Figure 1. Wiring heat map.
(6 px per um) The die is cut into 12 by 12 equal tiles; white is low, dark blue is high, scaled to the fullest tile. Values are wire area over tile area, all layers added.
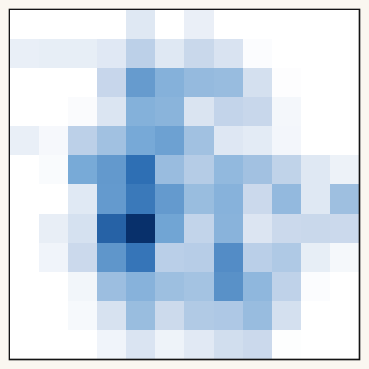
Figure 2. Gate-type map.
(6 px per um)
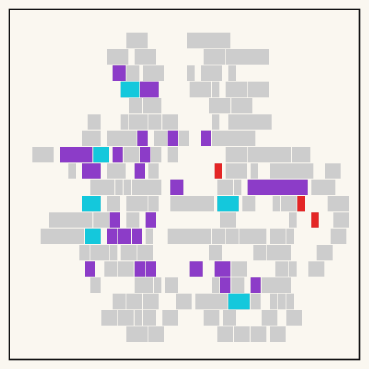
[config.mk]
export PLATFORM = sky130hd
export DESIGN_NAME = multicycle_ctrl
export DESIGN_NICKNAME = d
export VERILOG_FILES = /design/src/rtl/mc_pkg.sv /design/src/rtl/mc_out_dec.sv /design/src/rtl/multicycle_ctrl.sv
export SDC_FILE = /design/constraint.sdc
export NUM_CORES = 1
export LEC_CHECK = 0
export CAP_MARGIN = 40
export CORE_UTILIZATION = 30
export CTS_CLUSTER_DIAMETER = 120
export DETAILED_ROUTE_END_ITERATION = 16
export SYNTH_ARGS = -nofsm -noshare
export SYNTH_HDL_FRONTEND = slang
export SYNTH_SLANG_ARGS = --single-unit
[constraint.sdc]
create_clock -name clk -period 2.96 [get_ports clk]
set_input_delay 0.74 -clock clk [delete_from_list [all_inputs] [get_ports clk]]
set_output_delay 0.74 -clock clk [all_outputs]
set_load 0.03 [all_outputs]
[src/rtl/mc_pkg.sv]
// ============================================================================
// Module      : mc_pkg
// Description : Shared types and encodings for the multicycle MIPS control unit
// Revision    : 1.0 - initial release
// ============================================================================
`default_nettype none

package mc_pkg;

    typedef enum logic [3:0] {
        FETCH  = 4'd0,
        DECODE = 4'd1,
        MEMADR = 4'd2,
        MEMRD  = 4'd3,
        MEMWB  = 4'd4,
        MEMWR  = 4'd5,
        EXEC   = 4'd6,
        ALUWB  = 4'd7,
        BRANCH = 4'd8,
        IEXEC  = 4'd9,
        IWB    = 4'd10,
        JUMP   = 4'd11,
        TRAP   = 4'd12
    } state_t;

    localparam logic [5:0] OP_RTYPE = 6'b000000;
    localparam logic [5:0] OP_LW    = 6'b100011;
    localparam logic [5:0] OP_SW    = 6'b101011;
    localparam logic [5:0] OP_BEQ   = 6'b000100;
    localparam logic [5:0] OP_BNE   = 6'b000101;
    localparam logic [5:0] OP_ADDI  = 6'b001000;
    localparam logic [5:0] OP_ORI   = 6'b001101;
    localparam logic [5:0] OP_J     = 6'b000010;

    localparam logic [1:0] ALU_ADD   = 2'b00;
    localparam logic [1:0] ALU_SUB   = 2'b01;
    localparam logic [1:0] ALU_FUNCT = 2'b10;
    localparam logic [1:0] ALU_OR    = 2'b11;

    localparam logic [1:0] SRCB_B      = 2'b00;
    localparam logic [1:0] SRCB_FOUR   = 2'b01;
    localparam logic [1:0] SRCB_IMM    = 2'b10;
    localparam logic [1:0] SRCB_IMM_SH = 2'b11;

    localparam logic [1:0] PCSRC_ALU    = 2'b00;
    localparam logic [1:0] PCSRC_ALUOUT = 2'b01;
    localparam logic [1:0] PCSRC_JUMP   = 2'b10;

    typedef struct packed {
        logic       mem_req;
        logic       iord;
        logic       ir_write;
        logic       mem_write;
        logic       reg_write;
        logic       reg_dst;
        logic       mem_to_reg;
        logic       alu_src_a;
        logic [1:0] alu_src_b;
        logic       imm_zext;
        logic [1:0] alu_op;
        logic [1:0] pc_src;
        logic       pc_write;
        logic       beq;
        logic       bne;
        logic       instr_done;
        logic       illegal;
    } ctrl_t;

    // Instruction-class dispatch out of DECODE; unknown opcodes trap.
    function automatic state_t decode_next(input logic [5:0] op);
        case (op)
            OP_LW, OP_SW:    return MEMADR;
            OP_RTYPE:        return EXEC;
            OP_BEQ, OP_BNE:  return BRANCH;
            OP_ADDI, OP_ORI: return IEXEC;
            OP_J:            return JUMP;
            default:         return TRAP;
        endcase
    endfunction

endpackage

`default_nettype wire

[src/rtl/mc_out_dec.sv]
// ============================================================================
// Module      : mc_out_dec
// Description : Moore output decoder: state + latched opcode -> control word
// Revision    : 1.0 - initial release
// ============================================================================
`default_nettype none

module mc_out_dec
    import mc_pkg::*;
(
    input  state_t     state,
    input  logic [5:0] op_q,
    input  logic       ready,
    output ctrl_t      ctrl
);

    always_comb begin
        ctrl = '0;
        case (state)
            FETCH: begin
                ctrl.mem_req   = 1'b1;
                ctrl.alu_src_b = SRCB_FOUR;
                ctrl.alu_op    = ALU_ADD;
                ctrl.pc_src    = PCSRC_ALU;
                ctrl.ir_write  = ready;
                ctrl.pc_write  = ready;
            end
            DECODE: begin
                ctrl.alu_src_b = SRCB_IMM_SH;
                ctrl.alu_op    = ALU_ADD;
            end
            MEMADR: begin
                ctrl.alu_src_a = 1'b1;
                ctrl.alu_src_b = SRCB_IMM;
                ctrl.alu_op    = ALU_ADD;
            end
            MEMRD: begin
                ctrl.mem_req = 1'b1;
                ctrl.iord    = 1'b1;
            end
            MEMWB: begin
                ctrl.reg_write  = 1'b1;
                ctrl.mem_to_reg = 1'b1;
                ctrl.instr_done = 1'b1;
            end
            MEMWR: begin
                // Write strobe stays up across wait cycles; done only on the ready cycle.
                ctrl.mem_req    = 1'b1;
                ctrl.iord       = 1'b1;
                ctrl.mem_write  = 1'b1;
                ctrl.instr_done = ready;
            end
            EXEC: begin
                ctrl.alu_src_a = 1'b1;
                ctrl.alu_src_b = SRCB_B;
                ctrl.alu_op    = ALU_FUNCT;
            end
            ALUWB: begin
                ctrl.reg_write  = 1'b1;
                ctrl.reg_dst    = 1'b1;
                ctrl.instr_done = 1'b1;
            end
            BRANCH: begin
                ctrl.alu_src_a  = 1'b1;
                ctrl.alu_src_b  = SRCB_B;
                ctrl.alu_op     = ALU_SUB;
                ctrl.pc_src     = PCSRC_ALUOUT;
                ctrl.beq        = (op_q == OP_BEQ);
                ctrl.bne        = (op_q == OP_BNE);
                ctrl.instr_done = 1'b1;
            end
            IEXEC: begin
                ctrl.alu_src_a = 1'b1;
                ctrl.alu_src_b = SRCB_IMM;
                if (op_q == OP_ORI) begin
                    ctrl.alu_op   = ALU_OR;
                    ctrl.imm_zext = 1'b1;
                end else begin
                    ctrl.alu_op   = ALU_ADD;
                end
            end
            IWB: begin
                ctrl.reg_write  = 1'b1;
                ctrl.instr_done = 1'b1;
            end
            JUMP: begin
                ctrl.pc_src     = PCSRC_JUMP;
                ctrl.pc_write   = 1'b1;
                ctrl.instr_done = 1'b1;
            end
            TRAP: begin
                ctrl.illegal = 1'b1;
            end
            default: ctrl = '0;
        endcase
    end

endmodule

`default_nettype wire

[src/rtl/multicycle_ctrl.sv]
// ============================================================================
// Module      : multicycle_ctrl
// Description : Multicycle MIPS control FSM with opcode latch and memory wait
// Revision    : 1.0 - initial release
// ============================================================================
`default_nettype none

module multicycle_ctrl
    import mc_pkg::*;
#(
    parameter bit USE_READY = 1'b1
) (
    input  logic       clk,
    input  logic       reset,
    input  logic [5:0] op,
    input  logic       zero,
    input  logic       mem_ready,
    output logic       mem_req,
    output logic       iord,
    output logic       ir_write,
    output logic       mem_write,
    output logic       reg_write,
    output logic       reg_dst,
    output logic       mem_to_reg,
    output logic       alu_src_a,
    output logic [1:0] alu_src_b,
    output logic       imm_zext,
    output logic [1:0] alu_op,
    output logic [1:0] pc_src,
    output logic       pc_en,
    output logic       instr_done,
    output logic       illegal
);

    state_t     r_state;
    state_t     w_next;
    logic [5:0] r_op;
    logic       w_ready;
    ctrl_t      w_ctrl;
    ctrl_t      w_out;

    // Single-cycle memory builds treat every access as completing immediately.
    assign w_ready = USE_READY ? mem_ready : 1'b1;

    always_ff @(posedge clk) begin
        if (reset) begin
            r_state <= FETCH;
            r_op    <= '0;
        end else begin
            r_state <= w_next;
            if (r_state == DECODE) begin
                r_op <= op;
            end
        end
    end

    always_comb begin
        w_next = r_state;
        case (r_state)
            FETCH:   if (w_ready) w_next = DECODE;
            DECODE:  w_next = decode_next(op);
            MEMADR:  w_next = (r_op == OP_SW) ? MEMWR : MEMRD;
            MEMRD:   if (w_ready) w_next = MEMWB;
            MEMWR:   if (w_ready) w_next = FETCH;
            EXEC:    w_next = ALUWB;
            IEXEC:   w_next = IWB;
            MEMWB, ALUWB, IWB, BRANCH, JUMP: w_next = FETCH;
            TRAP:    w_next = TRAP;
            default: w_next = FETCH;
        endcase
    end

    mc_out_dec u_out_dec (
        .state (r_state),
        .op_q  (r_op),
        .ready (w_ready),
        .ctrl  (w_ctrl)
    );

    // Reset masks every output so no memory write or PC load can commit under reset.
    assign w_out = reset ? '0 : w_ctrl;

    assign mem_req    = w_out.mem_req;
    assign iord       = w_out.iord;
    assign ir_write   = w_out.ir_write;
    assign mem_write  = w_out.mem_write;
    assign reg_write  = w_out.reg_write;
    assign reg_dst    = w_out.reg_dst;
    assign mem_to_reg = w_out.mem_to_reg;
    assign alu_src_a  = w_out.alu_src_a;
    assign alu_src_b  = w_out.alu_src_b;
    assign imm_zext   = w_out.imm_zext;
    assign alu_op     = w_out.alu_op;
    assign pc_src     = w_out.pc_src;
    assign instr_done = w_out.instr_done;
    assign illegal    = w_out.illegal;
    assign pc_en      = w_out.pc_write | (w_out.beq & zero) | (w_out.bne & ~zero);

endmodule

`default_nettype wire

==> notes.md <==
The full implementation flow was run.

The run finished with clean final reports. The maximum vdd ir drop stands at 0.197 mV. After legalization and detailed placement, the total HPWL measured 1.89 mm.

The completed layout was analyzed and its total power is 0.466 mW. The sink count of the clock tree stands at 10. The layout has 288 filler cells. Looking at area per cell type in the netlist, the leader is sky130_fd_sc_hd__dfxtp_1. The path class of the tightest hold or removal check is flop to flop. By area, the combinational part of the netlist is dominated by simple AND/OR/NAND/NOR gates. The number of diodes stands at 0. The compound-cell area share of the yosys netlist stands at 0.213. At the pin with the least slew margin, the transition time is 0.476 ns. The logic gate share of total power stands at 0.384. The worst hold-check slack stands at 0.474 ns. The effective utilization at floorplan stands at 0.328. Setup repair after global routing left no endpoint under its margin. Setup total negative slack on the finished layout was measured at 0 ns. The cell area that synthesis handed to floorplanning was 945 sq um.

The slowest stage of the critical path belongs to the cell sky130_fd_sc_hd__clkdlybuf4s50_1. The number of global-route vias before repair stands at 925. The overall routed net length stands at 2.56 mm.

Synthesis produced a netlist whose cell count is 130. The relative contribution of sequential cells to total power stands at 0.338. Per the CTS log, the buffer count on the longest clock path is 2. The overall die height stands at 58.1 um. The met1 layer wirelength in the final routing stands at 1.22 mm. Across all stage logs, warnings added up to 26. Per the post-place timing report, worst setup slack is 0.00620 ns. After global routing the overflow that remains totals 0. Per the synthesis report, the XOR/XNOR share of the synthesized area is 0.0371.

The critical path is of the input port to output port type. In this design, the largest share of critical-path delay is due to buffers and inverters. The adder-cell area share of the yosys netlist stands at 0. The total I/O pin count stands at 28. The delay of the slowest cell on the worst path stands at 0.49 ns.

The total cell area reported by yosys after synthesis stands at 945 sq um. The standard-cell row count stands at 19. The placement stage leaves a total instance area of 1200 sq um.

For this run, the number of standard cells in the final layout without fillers is 196. The core box area stands at 2880 sq um. After synthesis, the mean cell area works out to 7.27 sq um. The fraction of met2 tracks used by global routing stands at 0.248. The Yosys warning count stands at 0. The global routing usage on met3 stands at 0.0402. Dividing the final minimum period by the clock period gives 0.960.

The net count after synthesis is 140. The number of pins with negative max-slew slack in the final report stands at 0. The number of hold buffers added after CTS stands at 0. The final instance area stands at 1280 sq um. After clock tree synthesis, the repair step resized 0 gates.

The multiplexer share of the synthesized area stands at 0.0755. RePlAce ended its routability-driven mode at a weighted congestion of 0.774. The share of the synthesized area in the top cell type stands at 0.212. The leakage power total stands at 0.554 nW.

In this run the clock root is driven by a sky130_fd_sc_hd__clkbuf_4. The final tally of setup violations stands at 0. Post-synth the commonest register cell is sky130_fd_sc_hd__dfxtp_1.

The synthesis report lists the most area-consuming cells as sky130_fd_sc_hd__dfxtp_1, sky130_fd_sc_hd__mux2i_1, sky130_fd_sc_hd__a21oi_1. The met1 layer usage reported by global route stands at 0.216. The number of design-rule violations left by the first detailed-router iteration stands at 24.

The horizontal die size stands at 58.1 um. The total count of hold-check failures in the final report stands at 0. The number of nets with antenna violations after routing stands at 0. The initial antenna violation count was 0. The register area share after synthesis stands at 0.212. The chip footprint stands at 3380 sq um. Per the run summary, max-cap violations total 0.

After the last flow step, the layout net total stands at 165. The time the worst path needs with I/O delays and setup stands at 2.84 ns. In this run the power density over the cells is 362 nW/um^2.

The fraction of final layout cells with drive strength greater than 1 stands at 0.234.
-- Figure 1 (at the start) --
densest ninth of the die = middle
tiles over half the peak = 11%
nearly empty tiles = 31%
emptiest ninth of the die = top right
mean over tiles = 0.12
fullest tile = 0.57

-- Figure 2 (at the start) --
red -> inverters  # cells 3
cyan -> AND-OR and OR-AND gates  # cells 6
purple -> inverting AOI/OAI gates  # cells 24

[layout by cell type (no fill, tap or decap), drive strengths merged, types with 2 or more instances in the layout]
cell           instances
buf                   25
nor2                  12
nand2                 10
a21oi                 10
dfxtp                 10
clkdlybuf4s50          8
nor3                   7
mux2i                  6
nand2b                 6
o21ai                  5
nor4                   4
nor2b                  4
or3                    4
clkbuf                 4
inv                    3
xnor2                  3
or4b                   3
and3                   2
or4                    2
a31oi                  2
o22ai                  2
nor4b                  2
o41ai                  2
[final timing paths]
kind	startpoint	end	slack, ns	depth (start not counted)
worst min register to register	r_op[4]	r_op[4]	0.47	2
worst max register to register	r_state[1]	r_state[2]	1.05	4
worst max-delay path	mem_ready	pc_en	0.12	6
worst min-delay path	r_op[4]	r_op[4]	0.47	2
[area by class of cell]
cell class / count / area (sq um) / share of cell area
Clock buffer: 4 / 36.3 / 0.0282
Inverter: 3 / 11.3 / 0.00876
Multi-Input combinational cell: 103 / 701 / 0.545
Sequential cell: 10 / 200 / 0.156
Tap cell: 42 / 52.6 / 0.0409
Timing Repair Buffer: 34 / 284 / 0.221
[sequential cells by signal, summed over array words and instances (netlist names)]
signal   flops
r_state      4
r_op         6
[power by group through the flow]
stage                     logic, mW  registers, mW  clock network, mW
after floorplan               0.128          0.153                  0
after CTS                     0.172          0.157              0.131
after global routing          0.195          0.159              0.141
final                         0.179          0.157              0.129
after detailed placement      0.172          0.160                  0
after global placement        0.170          0.160                  0
[synthesized netlist by cell type (all sizes together) (2+ instances only)]
library cell   n
nand2b         6
a21oi         10
nor3           7
clkbuf         9
nor4b          2
xnor2          3
o41ai          2
or4            2
a31oi          2
o22ai          2
or4b           3
nor4           4
or3            4
inv            3
mux2i          6
nor2b          4
nor2          12
buf            5
o21ai          5
nand2         10
and3           2
dfxtp         10
No activity file was given, so power comes from the tool's default toggle rates.
